**config.mk**
```make
export PLATFORM = sky130hd
export DESIGN_NAME = lcd_bus_reader
export DESIGN_NICKNAME = d
export VERILOG_FILES = /design/src/rtl/lcd_bus_reader.sv
export SDC_FILE = /design/constraint.sdc
export NUM_CORES = 1
export LEC_CHECK = 0
export CAP_MARGIN = 10
export CORE_AREA = 5 5 51 97
export DETAILED_ROUTE_END_ITERATION = 7
export DIE_AREA = 0 0 56 102
export SETUP_SLACK_MARGIN = 0.3
export SLEW_MARGIN = 30
export SYNTH_ARGS = -nofsm -noshare
export SYNTH_HDL_FRONTEND = slang
export SYNTH_SLANG_ARGS = --single-unit
```
**constraint.sdc**
```tcl
create_clock -name iCLK -period 2.5 [get_ports iCLK]
set_input_delay 0.5 -clock iCLK [delete_from_list [all_inputs] [get_ports iCLK]]
set_output_delay 0.5 -clock iCLK [all_outputs]
set_load 0.02 [all_outputs]
```
**src/rtl/lcd_bus_reader.sv**
```systemverilog
// Purpose: read-side HD44780-style LCD bus sequencer with optional busy-flag polling (timeout feature: LCD_RD_TIMEOUT_EN).
// Latency: iStart to oDone is 1+T_AS+T_EH+T_EL cycles per access; polling adds T_AS+T_EH+T_EL per extra access.
// Backpressure: none; iStart is ignored while oBusy=1, and LCD_DATA is sampled on the last EN_HI cycle only.
module lcd_bus_reader #(
    parameter int T_AS      = 3,
    parameter int T_EH      = 25,
    parameter int T_EL      = 25,
    parameter int MAX_POLLS = 4096
) (
    input  logic       iCLK,
    input  logic       iRST,
    input  logic       iStart,
    input  logic       iRS,
    input  logic       iPoll,
    input  logic [7:0] LCD_DATA,
    output logic       LCD_RW,
    output logic       LCD_EN,
    output logic       LCD_RS,
    output logic [7:0] oData,
    output logic       oBF,
    output logic [6:0] oAddr,
    output logic       oBusy,
    output logic       oDone,
    output logic       oTimeout
);

    localparam int T_MAX01 = (T_AS > T_EH) ? T_AS : T_EH;
    localparam int T_MAX   = (T_MAX01 > T_EL) ? T_MAX01 : T_EL;
    localparam int CW      = (T_MAX > 1) ? $clog2(T_MAX) : 1;

    typedef enum logic [2:0] {
        IDLE  = 3'd0,
        SETUP = 3'd1,
        EN_HI = 3'd2,
        EN_LO = 3'd3,
        DONE  = 3'd4
    } state_t;

    state_t        state;
    state_t        state_nxt;
    logic [CW-1:0] cnt;
    logic [CW-1:0] cnt_nxt;
    logic          take_start;
    logic          sample;
    logic          poll_q;
    logic          poll_again;
    logic          poll_last;

    // Another access is needed only for a polled status read that still saw BF=1.
    assign poll_again = poll_q && !LCD_RS && oData[7];

    always_comb begin
        state_nxt  = state;
        cnt_nxt    = cnt;
        take_start = 1'b0;
        sample     = 1'b0;
        case (state)
            IDLE: begin
                if (iStart) begin
                    state_nxt  = SETUP;
                    cnt_nxt    = CW'(T_AS - 1);
                    take_start = 1'b1;
                end
            end
            SETUP: begin
                if (cnt == '0) begin
                    state_nxt = EN_HI;
                    cnt_nxt   = CW'(T_EH - 1);
                end else begin
                    cnt_nxt = cnt - 1'b1;
                end
            end
            EN_HI: begin
                if (cnt == '0) begin
                    state_nxt = EN_LO;
                    cnt_nxt   = CW'(T_EL - 1);
                    sample    = 1'b1;
                end else begin
                    cnt_nxt = cnt - 1'b1;
                end
            end
            EN_LO: begin
                if (cnt == '0) begin
                    if (poll_again && !poll_last) begin
                        state_nxt = SETUP;
                        cnt_nxt   = CW'(T_AS - 1);
                    end else begin
                        state_nxt = DONE;
                    end
                end else begin
                    cnt_nxt = cnt - 1'b1;
                end
            end
            DONE: begin
                state_nxt = IDLE;
                cnt_nxt   = '0;
            end
            default: begin
                state_nxt = IDLE;
                cnt_nxt   = '0;
            end
        endcase
    end

    always_ff @(posedge iCLK or posedge iRST) begin
        if (iRST) begin
            state <= IDLE;
            cnt   <= '0;
        end else begin
            state <= state_nxt;
            cnt   <= cnt_nxt;
        end
    end

    // Strobes are flopped from the next state so LCD_EN never sees a decode glitch.
    always_ff @(posedge iCLK or posedge iRST) begin
        if (iRST) begin
            LCD_EN <= 1'b0;
            LCD_RW <= 1'b0;
            oBusy  <= 1'b0;
            oDone  <= 1'b0;
        end else begin
            LCD_EN <= (state_nxt == EN_HI);
            LCD_RW <= (state_nxt == SETUP) || (state_nxt == EN_HI) || (state_nxt == EN_LO);
            oBusy  <= (state_nxt != IDLE);
            oDone  <= (state_nxt == DONE);
        end
    end

    always_ff @(posedge iCLK or posedge iRST) begin
        if (iRST) begin
            LCD_RS <= 1'b0;
            poll_q <= 1'b0;
            oData  <= '0;
            oBF    <= 1'b0;
            oAddr  <= '0;
        end else begin
            if (take_start) begin
                LCD_RS <= iRS;
                poll_q <= iPoll;
            end
            if (sample) begin
                oData <= LCD_DATA;
                oBF   <= LCD_RS ? 1'b0 : LCD_DATA[7];
                oAddr <= LCD_RS ? 7'd0 : LCD_DATA[6:0];
            end
        end
    end

`ifdef LCD_RD_TIMEOUT_EN
    localparam int PW = $clog2(MAX_POLLS + 1);

    logic [PW-1:0] poll_cnt;
    logic          lo_end;

    assign lo_end    = (state == EN_LO) && (cnt == '0);
    assign poll_last = (poll_cnt == PW'(MAX_POLLS - 1));

    // poll_cnt holds the number of EN_LO phases already finished in this transaction.
    always_ff @(posedge iCLK or posedge iRST) begin
        if (iRST) begin
            poll_cnt <= '0;
            oTimeout <= 1'b0;
        end else begin
            if (take_start) begin
                poll_cnt <= '0;
                oTimeout <= 1'b0;
            end else if (lo_end && poll_again) begin
                if (poll_last) begin
                    oTimeout <= 1'b1;
                end else begin
                    poll_cnt <= poll_cnt + 1'b1;
                end
            end
        end
    end
`else
    assign poll_last = 1'b0;
    assign oTimeout  = 1'b0;
`endif

endmodule

```
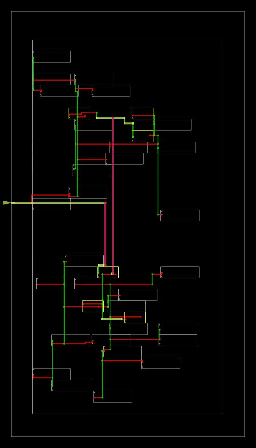
Fig. 1. Clock routing (run 1).
Clk Latency, worst-skew pair: 280 ps
clock sink total: 30

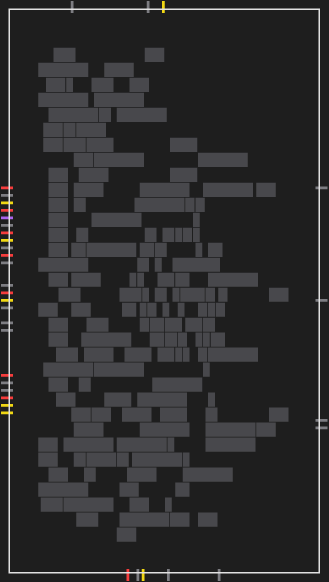
Fig. 2. I/O pins on the die edge (run 1).
Pins as bars across the die edge, other pins in grey.
[`oBF`] purple | pins: 1 | direction: output | edge: left
[`LCD_DATA`] red | pins: 8 | direction: input | edge: 7 left, 1 bottom
[`oAddr`] yellow | pins: 7 | direction: output | edge: 5 left, 1 bottom, 1 top
all pins by edge: 23 left, 5 bottom, 4 right, 3 top

==> notes.md, run 1 <==
Implementation progress

Per the layout area report, the combinational fraction of cell area is 0.319. The flow reports an fmax of 0.525 GHz. Timing analysis after detailed placement gives a worst setup slack of around 440 ps.

Per the TritonCTS log, the buffer count is 5. Setup repair after global routing left no endpoint under its margin. The final timing report derives a shortest allowable period of 1900 ps.

Looking at the VDD voltage map, the peak drop is 363 µV. met1 track demand over resource after global routing is 0.126. In the global route stage, met3 resource usage came out at 0.0442.

The overall die size recorded for this design is between 5000 and 6000 µm². Signal nets in the final route climb as high as met4. Ranked by total area, the top cell class in this layout is registers. The Yosys step of the flow raised 0 warnings.

The number of well taps stands at about 52. Summing over every cut layer, the via total after detailed routing is 995. The max-slew violation count stands at 0. The layout contains a multi-input combinational cell count of 77. Per the detail_route report, vias per standard cell equal 4.85.

The placement stage leaves a total instance area of 1770 µm². The most critical min-delay path falls under reg -> reg. In this run the number of H-tree levels came out at 2. In the final routed layout, each cell accounts on average for 14.6 µm. Per the layout area report, the sequential fraction of cell area is 0.403.

Per the layout report, the design carries 36 non-clock buffers. The run finished with clean final reports. The count of different cell masters after synthesis stands at 28. For this block, wires on met1 add up to 1.13 mm.

The initial antenna violation count stands at 0. The met3 wirelength from detailed routing stands at 201 µm. The synthesis-to-finish area growth stands at 33.1%.

The final-layout worst hold slack stands at 508 ps. Wires add up to 2.99 mm. The layout report lists the non-clock buffer share of cell area as 0.190. Sorting the synthesized cells by area gives the leading types as sky130_fd_sc_hd__dfrtp_1 (54%), sky130_fd_sc_hd__mux2_4 (11%), sky130_fd_sc_hd__mux2_2 (6.4%), sky130_fd_sc_hd__nor2b_1 (3.6%), sky130_fd_sc_hd__nor2_1 (3.5%). The via count of the first global-routing pass is 1154. The post-CTS hold buffer count recorded in the log is 0. The design draws 0.988 mW.

The count of maximum capacitance violations stands at 0. For this run, the total global-route usage over all layers was measured as 0.122. The synthesis report names the predominant flop master as sky130_fd_sc_hd__dfrtp_1. The length of the first detailed-routing pass in iterations stands at 4. met2 is the most crowded layer.

The last timing report of the flow puts the setup violation total at 0. The die outline width stands at 56 µm. Entering global routing, the biggest net connects 31 pins. After clock tree synthesis, the repair step resized 0 gates. In this run the deepest clock path goes through 2 buffers.

By startpoint and endpoint, the worst setup path is classified as reg -> reg. Sorting the synthesis cell report by count puts at the top sky130_fd_sc_hd__dfrtp_1. The largest fanout on the critical path stands at 16.

The number of top-level pins stands at 35. Note, the detailed placer reported a final HPWL of about 2.2 mm. The cell type that accounts for the most area after synthesis is sky130_fd_sc_hd__dfrtp_1. The post-route utilization of the core is recorded as 0.455. The detailed-routed wire length on met2 stands at 1.61 mm. Per the gpl log, the routability congestion estimate is roughly 0.80. The count of library flops with an enable pin stands at 0. The non-clock inverter count in the final layout stands at 4. On the critical path the data arrives at 2060 ps. The setup TNS after final layout stands at 0 ps. In the synthesized netlist the async set-or-reset flop fraction comes to 1.00. Counting instances in the post-synthesis netlist gives the leading cell types as sky130_fd_sc_hd__dfrtp_1 (30), sky130_fd_sc_hd__nor2_1 (13), sky130_fd_sc_hd__mux2_4 (10). The global-route wire length before repair stands at roughly 5.5 mm. The finished design was reported to have a net count of between 150 and 200. The number of instances in the synthesized netlist stands at 117. The finished layout holds 205 standard cells, fillers aside.

Across all setup checks in the final design, the least slack found is roughly 600 ps. Of the post-synthesis cell area, the dominant cell type holds 0.537. The number of cells in the design after placement stands at 198. The final timing summary puts the cycle share of the worst path at 0.761. The ratio of cells with drive above 1 in the final layout stands at 0.190.

The area taken by multi-input logic gates stands at 594 µm². For reference, the post-synthesis area per instance comes to 11.9 µm². With fillers left out, the area of the finished cells amounts to 1860 µm². The register area stands at 751 µm². In this run the tools logged warnings totalling 26. The count of unresolved DRC violations after routing stands at 0.

The design has 30 sequential cells. Per the GRT congestion report, total overflow comes to 0. The count of instantiated cells in the yosys netlist stands at 117. The synthesis stat section lists a flop and latch total of 30. The OpenROAD report gives the critical path a required time of between 2000 and 3000 ps. Post-CTS timing repair inserted 0 buffers for setup.

The worst setup path is captured at a register. The area of the synthesized netlist per yosys stat stands at roughly 1400 µm². The post-detailed-route count of antenna-violating nets stands at 0.

Detailed-route iteration 0 reported a violation count of 13. The total leakage power stands at between 0.8 and 0.9 nW. Counting only logic cells after layout, the most numerous master is sky130_fd_sc_hd__clkdlybuf4s50_1. TritonCTS built the clock tree. The repair_antennas step left the layout with diodes totalling 0.

The global-route track usage on met2 stands at 0.219. The tree is rooted in a sky130_fd_sc_hd__clkbuf_8. After floorplanning, the core was divided into 33 placement rows.

The power density of the placed cells stands at approximately 530 nW/µm². The chip height stands at 102 µm. Of all the cell area in the finished design, the clock network holds 0.0444. The synthesized netlist net count stands at 131. The final tally of hold violations stands at 0. The worst setup path is launched from a register. The number of filler cells placed in the layout stands at 387. The layout has 6 clock buffers. The share of the Yosys chip area taken by registers is 0.537. Per the placement log, port buffering inserted 33 buffers. The standard cell core area stands at 4090 µm².

After synthesis the cells add up to 1400 µm². The top cell types in the final layout, fill and taps aside, are sky130_fd_sc_hd__clkdlybuf4s50_1 (33), sky130_fd_sc_hd__dfrtp_1 (30), sky130_fd_sc_hd__nor2_1 (13). The floorplan core density stands at 0.342. Clock-pin slew was measured on the worst setup and hold paths at 60 ps.
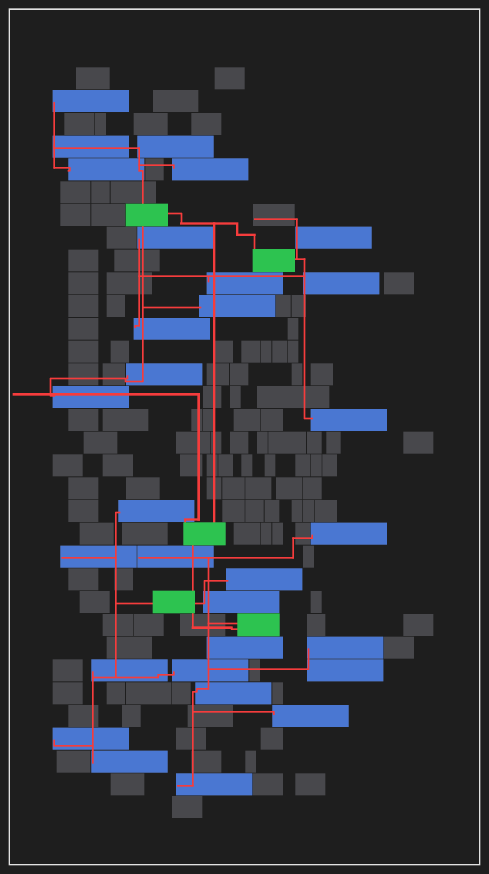
Fig. 3. Routed clock nets over the placement (run 1).
[cells driving clock nets] green | count: 5
[flip-flops] blue | count: 30
[clock wires] red | length: 419 µm
routed clock nets: 6
Clk pwr share: 0.385
power attributed to the clock group: 0.381 mW
Clock Skews: 3.80 ps

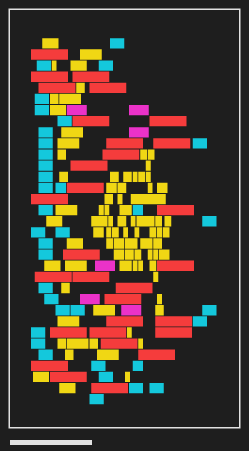
Fig. 4. Cell classes on the final placement (run 1).
Bar = 20 µm.
[other buffers and delay cells] cyan | cells: 36
[flip-flops] red | cells: 30
[clock drivers and dummy loads] magenta | cells: 6
[all other logic] yellow | cells: 81

==> run 1: path summary, 6_finish.rpt <==
kind                                           start                    to  slack, ps  cells past startpoint
max in group asynchronous                       iRST  oData[3]$_DFFE_PP0P_       1620                      3
min in group asynchronous                       iRST    state[2]$_DFF_PP0_        600                      3
worst max register to register    cnt[0]$_DFFE_PP0P_  oData[0]$_DFFE_PP0P_        600                      6
worst max-delay path              cnt[0]$_DFFE_PP0P_  oData[0]$_DFFE_PP0P_        600                      6
worst min register to register  oData[5]$_DFFE_PP0P_  oData[5]$_DFFE_PP0P_        510                      1
worst min-delay path            oData[5]$_DFFE_PP0P_  oData[5]$_DFFE_PP0P_        510                      1
==> run 1: worst max-delay path, cell delays in order (launching register included) <==
cell,delay [ps]
sky130_fd_sc_hd__dfrtp_1,410
sky130_fd_sc_hd__inv_1,80
sky130_fd_sc_hd__ha_1,210
sky130_fd_sc_hd__nor4b_4,250
sky130_fd_sc_hd__and2_1,290
sky130_fd_sc_hd__nand2_4,210
sky130_fd_sc_hd__mux2_4,350
==> run 1: registers in the layout, summed over array words and instances, names as in the netlist, 3 cells and up <==
| name | flops |
|---|---|
| cnt | 5 |
| oData | 8 |
| state | 3 |
| oAddr | 7 |
==> run 1: power breakdown <==
part / switching [mW] / internal [mW]
clock: 0.169 / 0.212
sequential: 0.00791 / 0.499
combinational: 0.0436 / 0.0566
==> run 1: cells by family after synthesis <==
kind of cell / count (synthesis) / synth area share
AND/OR/NAND/NOR: 40 / 0.160
flip-flops: 30 / 0.537
multiplexers: 18 / 0.172
AND-OR/OR-AND: 15 / 0.0689
buffers and inverters: 10 / 0.0376
XOR/XNOR: 2 / 0.0125
adder cells (fa/ha/maj): 1 / 0.00895
other: 1 / 0.00268
--- run 2 (diff from run 1) ---
Clock period 2.5 ns to 1.6 ns, I/O delays scaled along.
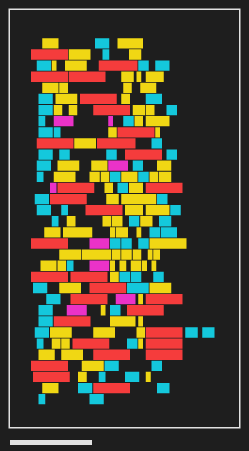
Fig. 5. Cell classes on the final placement (run 2).
Bar = 20 µm.
[other buffers and delay cells] cyan | cells: 60
[all other logic] yellow | cells: 82
[clock drivers and dummy loads] magenta | cells: 8
[flip-flops] red | cells: 30
sequential share of cell area: 0.345
final design instance area without fill: 2190 µm²
core area: 4090 µm²

==> notes.md, run 2 <==
Implementation progress

The cell area after technology mapping was 1400 µm² (unchanged). The initial antenna violation count came to 0 (unchanged). The stage-log warning count stands at 29 (was 26). The critical setup path kind is reg -> reg (unchanged).

The flip-flop count of the largest register after layout stands at 8 (unchanged). The share of flip-flops with an asynchronous set or reset after synthesis stands at 1.00 (unchanged). Most frequent cells in the layout: sky130_fd_sc_hd__dfrtp_1 (28), sky130_fd_sc_hd__buf_4 (24), sky130_fd_sc_hd__mux2_4 (12) (was sky130_fd_sc_hd__clkdlybuf4s50_1 (33), sky130_fd_sc_hd__dfrtp_1 (30), sky130_fd_sc_hd__nor2_1 (13)).

The via-per-instance ratio came to 4.84 (was 4.85). The clock tree from TritonCTS was yes (unchanged). The leading cell type in the layout, fill and taps excluded is sky130_fd_sc_hd__dfrtp_1 (was sky130_fd_sc_hd__clkdlybuf4s50_1). The main flop type is sky130_fd_sc_hd__dfrtp_1 (unchanged).

The max-slew violation count came to 0 (unchanged). The mux share of post-synthesis cell area was 0.172 (unchanged). The area of placed instances stands at 1890 µm² (was 1770 µm²). The type of origin of the critical path is a register (unchanged). The area of the die is 5710 µm² (unchanged).

The number of cells in the design after placement stands at 212 (was 198). The final standard cell utilization of the core stands at 0.535 (was 0.455). The number of buffers inserted to repair setup after CTS came to 6 (was 0).

The final net count stands at 193 (was 168). RSZ-0062 raised after global routing: true (was false). The CTS root buffer is sky130_fd_sc_hd__clkbuf_8 (unchanged). Registers with the most flip-flops: oData x8, oAddr x7, cnt x5 (unchanged).

The count of unresolved DRC violations after routing was 0 (unchanged). The slack of the critical path was -26.0 ps (was 597 ps). The final total power is 1.55 mW (was 0.988 mW). The simple-gate area share of the yosys netlist stands at 0.160 (unchanged). The average instance area after synthesis stands at 11.9 µm² (unchanged). The number of top-level pins stands at 35 (unchanged). The post-route minimum period came to 1630 ps (was 1900 ps).

The number of buffers created by CTS stands at 5 (unchanged). The share of the synthesized area in the top cell type stands at 0.537 (unchanged). Result of the run: finished, violations left (was finished clean).

The final-layout worst hold slack was 413 ps (was 508 ps). The insertion delay to the later sink of the worst-skew pair stands at 280 ps (about the same). The highest achievable clock rate stands at 0.615 GHz (was 0.525 GHz). The pin count of the biggest net entering global routing stands at 31 (unchanged). The via count of the first global-routing pass stands at 1276 (was 1154).

The number of warnings reported in the yosys synthesis log stands at 0 (unchanged). The final weighted congestion of routability-driven global placement was 0.823 (was 0.796). The count of different cell masters after synthesis stands at 28 (unchanged). The maximum buffer depth of the clock tree was 2 (unchanged). The checks that failed: setup timing.

Post-synth top cells: sky130_fd_sc_hd__dfrtp_1 (30), sky130_fd_sc_hd__nor2_1 (13), sky130_fd_sc_hd__mux2_4 (10) (unchanged). The worst endpoint required time is 1760 ps (was 2660 ps). The count of maximum capacitance violations came to 0 (unchanged). The post-detailed-route count of antenna-violating nets stands at 0 (unchanged). The detail-routed net length per standard cell is 15.8 µm (was 14.6 µm). The area share of and-or/or-and cells after synthesis is 0.0689 (unchanged). The xor and xnor fraction of the mapped netlist area was 0.0125 (unchanged). The overall routing resource usage stands at 0.135 (was 0.122). The cell type with the largest total area after synthesis was sky130_fd_sc_hd__dfrtp_1 (unchanged). The vias after detailed routing stands at 1123 (was 995). The final cell count without fillers stands at 232 (was 205). The clock slew seen by the registers of the worst setup and hold paths stands at 60 ps (about the same). Top area cells in the synthesized netlist: sky130_fd_sc_hd__dfrtp_1 (54%), sky130_fd_sc_hd__mux2_4 (11%), sky130_fd_sc_hd__mux2_2 (6.4%), sky130_fd_sc_hd__nor2b_1 (3.6%), sky130_fd_sc_hd__nor2_1 (3.5%) (unchanged). The ratio of cells with drive above 1 in the final layout is 0.517 (was 0.190). The total congestion overflow after global routing stands at 0 (unchanged).

The maximum vdd drop is 676 µV (was 363 µV). The CTS H-tree depth was 2 (unchanged). The global-route wire length before repair stands at 5.93 mm (was 5.47 mm). The area of the synthesized netlist per yosys stat was 1400 µm² (unchanged).

The power density of the placed cells stands at 710 nW/µm² (was 531 nW/µm²). The final tally of hold violations came to 0 (unchanged). The floorplan core density came to 0.342 (unchanged). The number of failing setup endpoints in the final timing report came to 9 (was 0). The total leakage power stands at 0.983 nW (was 0.837 nW). The number of instances in the synthesized netlist is 117 (unchanged). The setup TNS after final layout stands at -170 ps (was 0 ps).

The register with the most flip-flops is oData (unchanged). The main logic family after synthesis is multiplexers (unchanged). The data arrival at the endpoint of the critical path came to 1790 ps (was 2060 ps).

The die outline width came to 56 µm (unchanged). The synthesis-to-finish area growth came to 56.4% (was 33.1%). The synthesized netlist net count stands at 131 (unchanged). The arithmetic-cell share of the synthesized area counting full adders, half adders and majority gates is 0.00895 (unchanged). The detailed-route wire length stands at 3.66 mm (was 2.99 mm). The count of library flops with an enable pin is 0 (unchanged). The post-place setup slack was -151 ps (was 443 ps).

The half-perimeter wire length after detailed placement stands at 2.48 mm (was 2.24 mm). The count of hold buffers inserted by post-cts repair stands at 0 (unchanged). The number of placement rows stands at 33 (unchanged).

The fraction of the cycle the final worst path needs is 1.02 (was 0.761). The number of clock sinks stands at 30 (unchanged). The count of input and output buffers came to 33 (unchanged).

The register bit total from synthesis stands at 30 (unchanged). The post-synthesis cell type with the largest instance count is sky130_fd_sc_hd__dfrtp_1 (unchanged). The post-cts sizing count stands at 64 (was 0). The initial detailed-routing violation count stands at 18 (was 13). The length of the first detailed-routing pass in iterations is 3 (was 4). The capturing element type of the critical path is a register (unchanged).
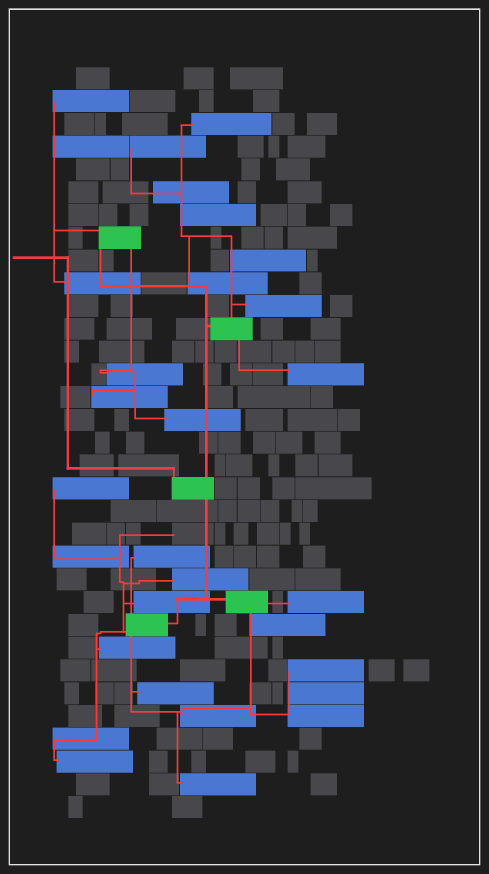
Fig. 6. Routed clock nets over the placement (run 2).
[flip-flops] blue | count: 30
[cells driving clock nets] green | count: 5
[clock wires] red | length: 395 µm
routed clock nets: 6
power attributed to the clock group: 0.619 mW
Clock Skews: 3.18 ps
Clk pwr share: 0.399

## run 2: cell counts after synthesis
Identical to the previous run, type by type.
## run 2: worst paths after layout
kind	from	to	cells past startpoint	slack, ps
worst max-delay path	cnt[1]$_DFFE_PP0P_	oData[7]$_DFFE_PP0P_	6	-30
worst min-delay path	iRST	oDone$_DFF_PP0_	3	410
worst max register to register	cnt[1]$_DFFE_PP0P_	oData[7]$_DFFE_PP0P_	6	-30
worst min register to register	oData[5]$_DFFE_PP0P_	oData[5]$_DFFE_PP0P_	1	520
max in group asynchronous	iRST	state[1]$_DFF_PP0_	3	880
min in group iCLK	iStart	cnt[3]$_DFFE_PP0P_	2	520
## run 2: per-layer routing
metal | track usage | share of wire | vias to the layer above | wire length (µm)
met3 | 0.0329 | 0.044 | 10 | 162
met2 | 0.266 | 0.60 | 34 | 2180
li1 | - | - | 524 | -
met1 | 0.119 | 0.33 | 555 | 1190
met5 | 0 | 0 | - | 0
met4 | 0.0786 | 0.032 | 0 | 116
## run 2: critical path: stages, from the launching register on
cell and delay [ps]:
sky130_fd_sc_hd__dfrtp_1 390, sky130_fd_sc_hd__inv_2 80, sky130_fd_sc_hd__ha_4 120, sky130_fd_sc_hd__nor4b_4 210
sky130_fd_sc_hd__and2_4 270, sky130_fd_sc_hd__nand2_8 110, sky130_fd_sc_hd__mux2_4 330
## run 2: cell type report
class,count,area (µm²)
fillers,370,1900
clock inverters,1,5.00
well taps,52,65.1
repair buffers,60,493
inverters,4,15.0
flip-flops and latches,30,753
clock buffers,7,86.3
multi-input cells,78,768
## run 2: power by group
group	total [mW]	internal [mW]	switching, mW
Clock	0.619	0.346	0.273
Sequential	0.792	0.779	0.0125
Combinational	0.141	0.0723	0.0684
Total	1.55	1.20	0.353
Fig. 7: run 2, drive-strength map
Bar = 20 µm.
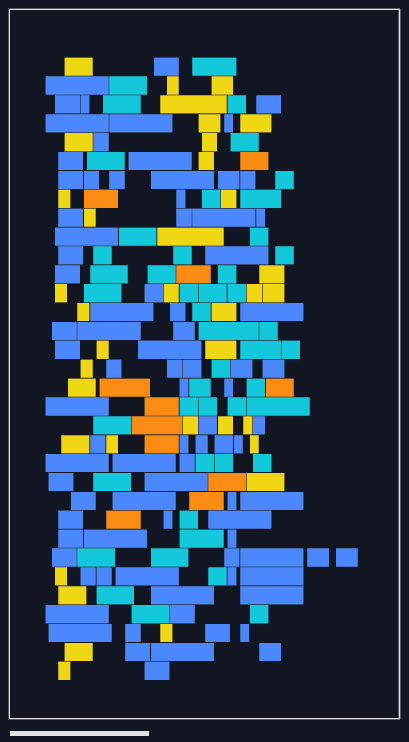

--- run 3 (diff from run 2) ---
Settings changed: ABC_AREA set to 1, CORE_AREA 5 5 51 97 to 5 5 50 96, CTS_BUF_LIST set to sky130_fd_sc_hd__clkbuf_4 sky130_fd_sc_hd__clkbuf_8, DIE_AREA 0 0 56 102 to 0 0 55 101, SLEW_MARGIN 30 to unset.
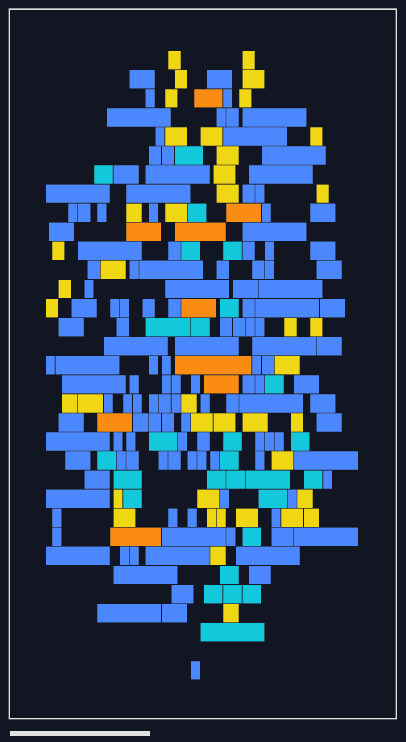
Fig. 8. Drive-strength map (run 3).
Bar = 20 µm.
[drive 1 or less] blue | cells: 135
[drive 2] yellow | cells: 41
[drive 3 to 4] cyan | cells: 27
[drive 6 and up] orange | cells: 9
total of plain and repair buffers excluding clock buffers: 52
final design instance area without fill: 2070 µm²
post-synthesis to final-layout area growth: 49.0%
final worst slack: 246 ps

==> notes.md, run 3 <==
Implementation progress

The reg-to-reg startpoint is cnt[0]$_DFFE_PP0P_ (was cnt[1]$_DFFE_PP0P_). The max-slew violation count stands at 0 (unchanged). The capturing element type of the critical path was a register (unchanged).

The busiest layer in global routing was met2 (unchanged). The data arrival at the endpoint of the critical path is 1560 ps (was 1790 ps). Most frequent cells in the layout: sky130_fd_sc_hd__nand2_1 (31), sky130_fd_sc_hd__dfrtp_1 (30), sky130_fd_sc_hd__buf_4 (18) (was sky130_fd_sc_hd__dfrtp_1 (28), sky130_fd_sc_hd__buf_4 (24), sky130_fd_sc_hd__mux2_4 (12)).

The number of top-level pins came to 35 (unchanged). The fraction of the cycle the final worst path needs was 0.846 (was 1.02). The number of buffers inserted to repair setup after CTS was 12 (was 6).

The clock tree from TritonCTS is yes (unchanged). The standard cell core area is 4010 µm² (was 4090 µm²). The floorplan core density was 0.346 (was 0.342). The CTS H-tree depth stands at 2 (unchanged).

The total leakage power was 0.939 nW (was 0.983 nW). The maximum vdd drop was 582 µV (was 676 µV). The detail-routed net length per standard cell came to 12.5 µm (was 15.8 µm). The number of failing setup endpoints in the final timing report was 0 (was 9).

The number of warnings reported in the yosys synthesis log stands at 0 (unchanged). Top area cells in the synthesized netlist: sky130_fd_sc_hd__dfrtp_1 (54%), sky130_fd_sc_hd__nand2_1 (9.7%), sky130_fd_sc_hd__o21ai_0 (9.4%), sky130_fd_sc_hd__inv_1 (5.1%), sky130_fd_sc_hd__nor2_1 (2.7%) (was sky130_fd_sc_hd__dfrtp_1 (54%), sky130_fd_sc_hd__mux2_4 (11%), sky130_fd_sc_hd__mux2_2 (6.4%), sky130_fd_sc_hd__nor2b_1 (3.6%), sky130_fd_sc_hd__nor2_1 (3.5%)). The final tally of hold violations came to 0 (unchanged).

The post-detailed-route count of antenna-violating nets came to 0 (unchanged). The clock slew seen by the registers of the worst setup and hold paths stands at 60 ps (about the same). The highest achievable clock rate stands at 0.738 GHz (was 0.615 GHz). The initial detailed-routing violation count was 30 (was 18). Registers with the most flip-flops: oData x8, oAddr x7, cnt x5 (unchanged). The average instance area after synthesis stands at 9.00 µm² (was 11.9 µm²). Post-synth top cells: sky130_fd_sc_hd__nand2_1 (36), sky130_fd_sc_hd__dfrtp_1 (30), sky130_fd_sc_hd__o21ai_0 (26) (was sky130_fd_sc_hd__dfrtp_1 (30), sky130_fd_sc_hd__nor2_1 (13), sky130_fd_sc_hd__mux2_4 (10)). The maximum buffer depth of the clock tree stands at 2 (unchanged). The share of flip-flops with an asynchronous set or reset after synthesis stands at 1.00 (unchanged). The number of filler cells placed in the layout stands at 392 (was 370). The worst stage delay on the critical path stands at 390 ps (about the same).

The via-per-instance ratio was 4.56 (was 4.84). The count of unresolved DRC violations after routing stands at 0 (unchanged). The type of origin of the critical path is a register (unchanged). The launching instance or port of the critical path is cnt[0]$_DFFE_PP0P_ (was cnt[1]$_DFFE_PP0P_). The CTS root buffer is sky130_fd_sc_hd__clkbuf_8 (unchanged). The largest fanout on the critical path stands at 6 (was 8).

The final net count stands at 225 (was 193). The worst endpoint required time stands at 1800 ps (was 1760 ps). The part of the Yosys area used for sequential elements stands at 0.542 (was 0.537).

The length of the first detailed-routing pass in iterations came to 4 (was 3). The synthesized netlist net count stands at 168 (was 131). The post-route minimum period stands at 1350 ps (was 1630 ps). The detailed-routed wire length on met2 stands at 1.67 mm (was 2.18 mm). The capture point of the worst path was cnt[2]$_DFFE_PP0P_ (was oData[7]$_DFFE_PP0P_). The number of placement rows stands at 33 (unchanged).

The via count of the first global-routing pass stands at 1282 (was 1276). The pin count of the biggest net entering global routing was 31 (unchanged). The count of different cell masters after synthesis is 27 (was 28). The top layer reached by signal wires was met4 (unchanged).

The register with the most flip-flops is oData (unchanged). The count of library flops with an enable pin was 0 (unchanged). The cell type with the largest total area after synthesis is sky130_fd_sc_hd__dfrtp_1 (unchanged). The count of instantiated cells in the yosys netlist was 154 (was 117). The number of clock sinks stands at 30 (unchanged). The count of input and output buffers came to 33 (unchanged). The worst clock skew is 5.17 ps (was 3.18 ps). Result of the run: finished clean (was finished, violations left). The global-route wire length before repair stands at 5.40 mm (was 5.93 mm).

The global-route track usage on met2 stands at 0.214 (was 0.266). The stage-log warning count is 29 (unchanged). The worst-case reg-to-reg path depth was 8 (was 6). The number of instances in the synthesized netlist is 154 (was 117). The post-cts sizing count was 43 (was 64). The main flop type is sky130_fd_sc_hd__dfrtp_1 (unchanged). The count of maximum capacitance violations was 0 (unchanged). The final weighted congestion of routability-driven global placement was 0.771 (was 0.823).
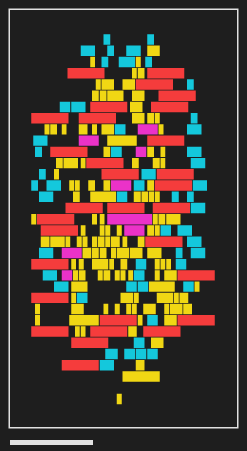
Fig. 9. Cell classes on the final placement (run 3).
Bar = 20 µm.
[all other logic] yellow | cells: 122
[clock drivers and dummy loads] magenta | cells: 8
[other buffers and delay cells] cyan | cells: 52
[flip-flops] red | cells: 30

## run 3: netlist changes by cell type after synthesis, moves of 4 or more
| cell | delta |
|---|---|
| sky130_fd_sc_hd__o21ai_0 | +24 |
| sky130_fd_sc_hd__mux2_4 | -10 |
| sky130_fd_sc_hd__nor2b_1 | -8 |
| sky130_fd_sc_hd__o21ai_1 | +4 |
| sky130_fd_sc_hd__inv_1 | +15 |
| sky130_fd_sc_hd__nand2_1 | +31 |
| sky130_fd_sc_hd__mux2_2 | -8 |
| sky130_fd_sc_hd__a211oi_1 | -4 |
## run 3: area by class of cell
cell class                 count  area, µm²  share of cell area
inverter                      19       71.3              0.0345
timing repair buffer          52        410               0.199
clock buffer                   7       83.8              0.0406
multi-input combinational    103        654               0.317
sequential                    30        751               0.363
tap                           52       65.1              0.0315
clock inverter                 1       30.0              0.0145
## run 3: metrics by stage
step / instances / area (µm²) / power [mW] / setup WS [ps]
floorplan: 154 / 1390 / 0.788 / 279
global placement: 239 / 1790 / 0.823 / 148
detailed placement: 239 / 1790 / 0.822 / 85.8
CTS: 261 / 2030 / 1.59 / 258
global route: 264 / 2070 / 1.64 / 141
finish: 264 / 2070 / 1.57 / 246
## run 3: logic make-up (layout without fill, tap and decap cells)
kind of cell,Yosys count,count (layout),share of synthesized area
AND/OR/NAND/NOR,62,65,0.231
AND-OR/OR-AND,34,34,0.128
flip-flops,30,30,0.542
buffers and inverters,24,79,0.0749
XOR/XNOR,2,2,0.0126
adder cells (fa/ha/maj),1,1,0.00902
other,1,1,0.00270
## run 3: power breakdown
group	leakage, nW	switching, mW	internal, mW
Sequential	0.300	0	0.759
Combinational	0.581	0.0213	0.0273
Clock	0.0593	0.266	0.499
Total	0.939	0.287	1.29
Power figures rest on the tool's default switching activity, not on a simulated workload.
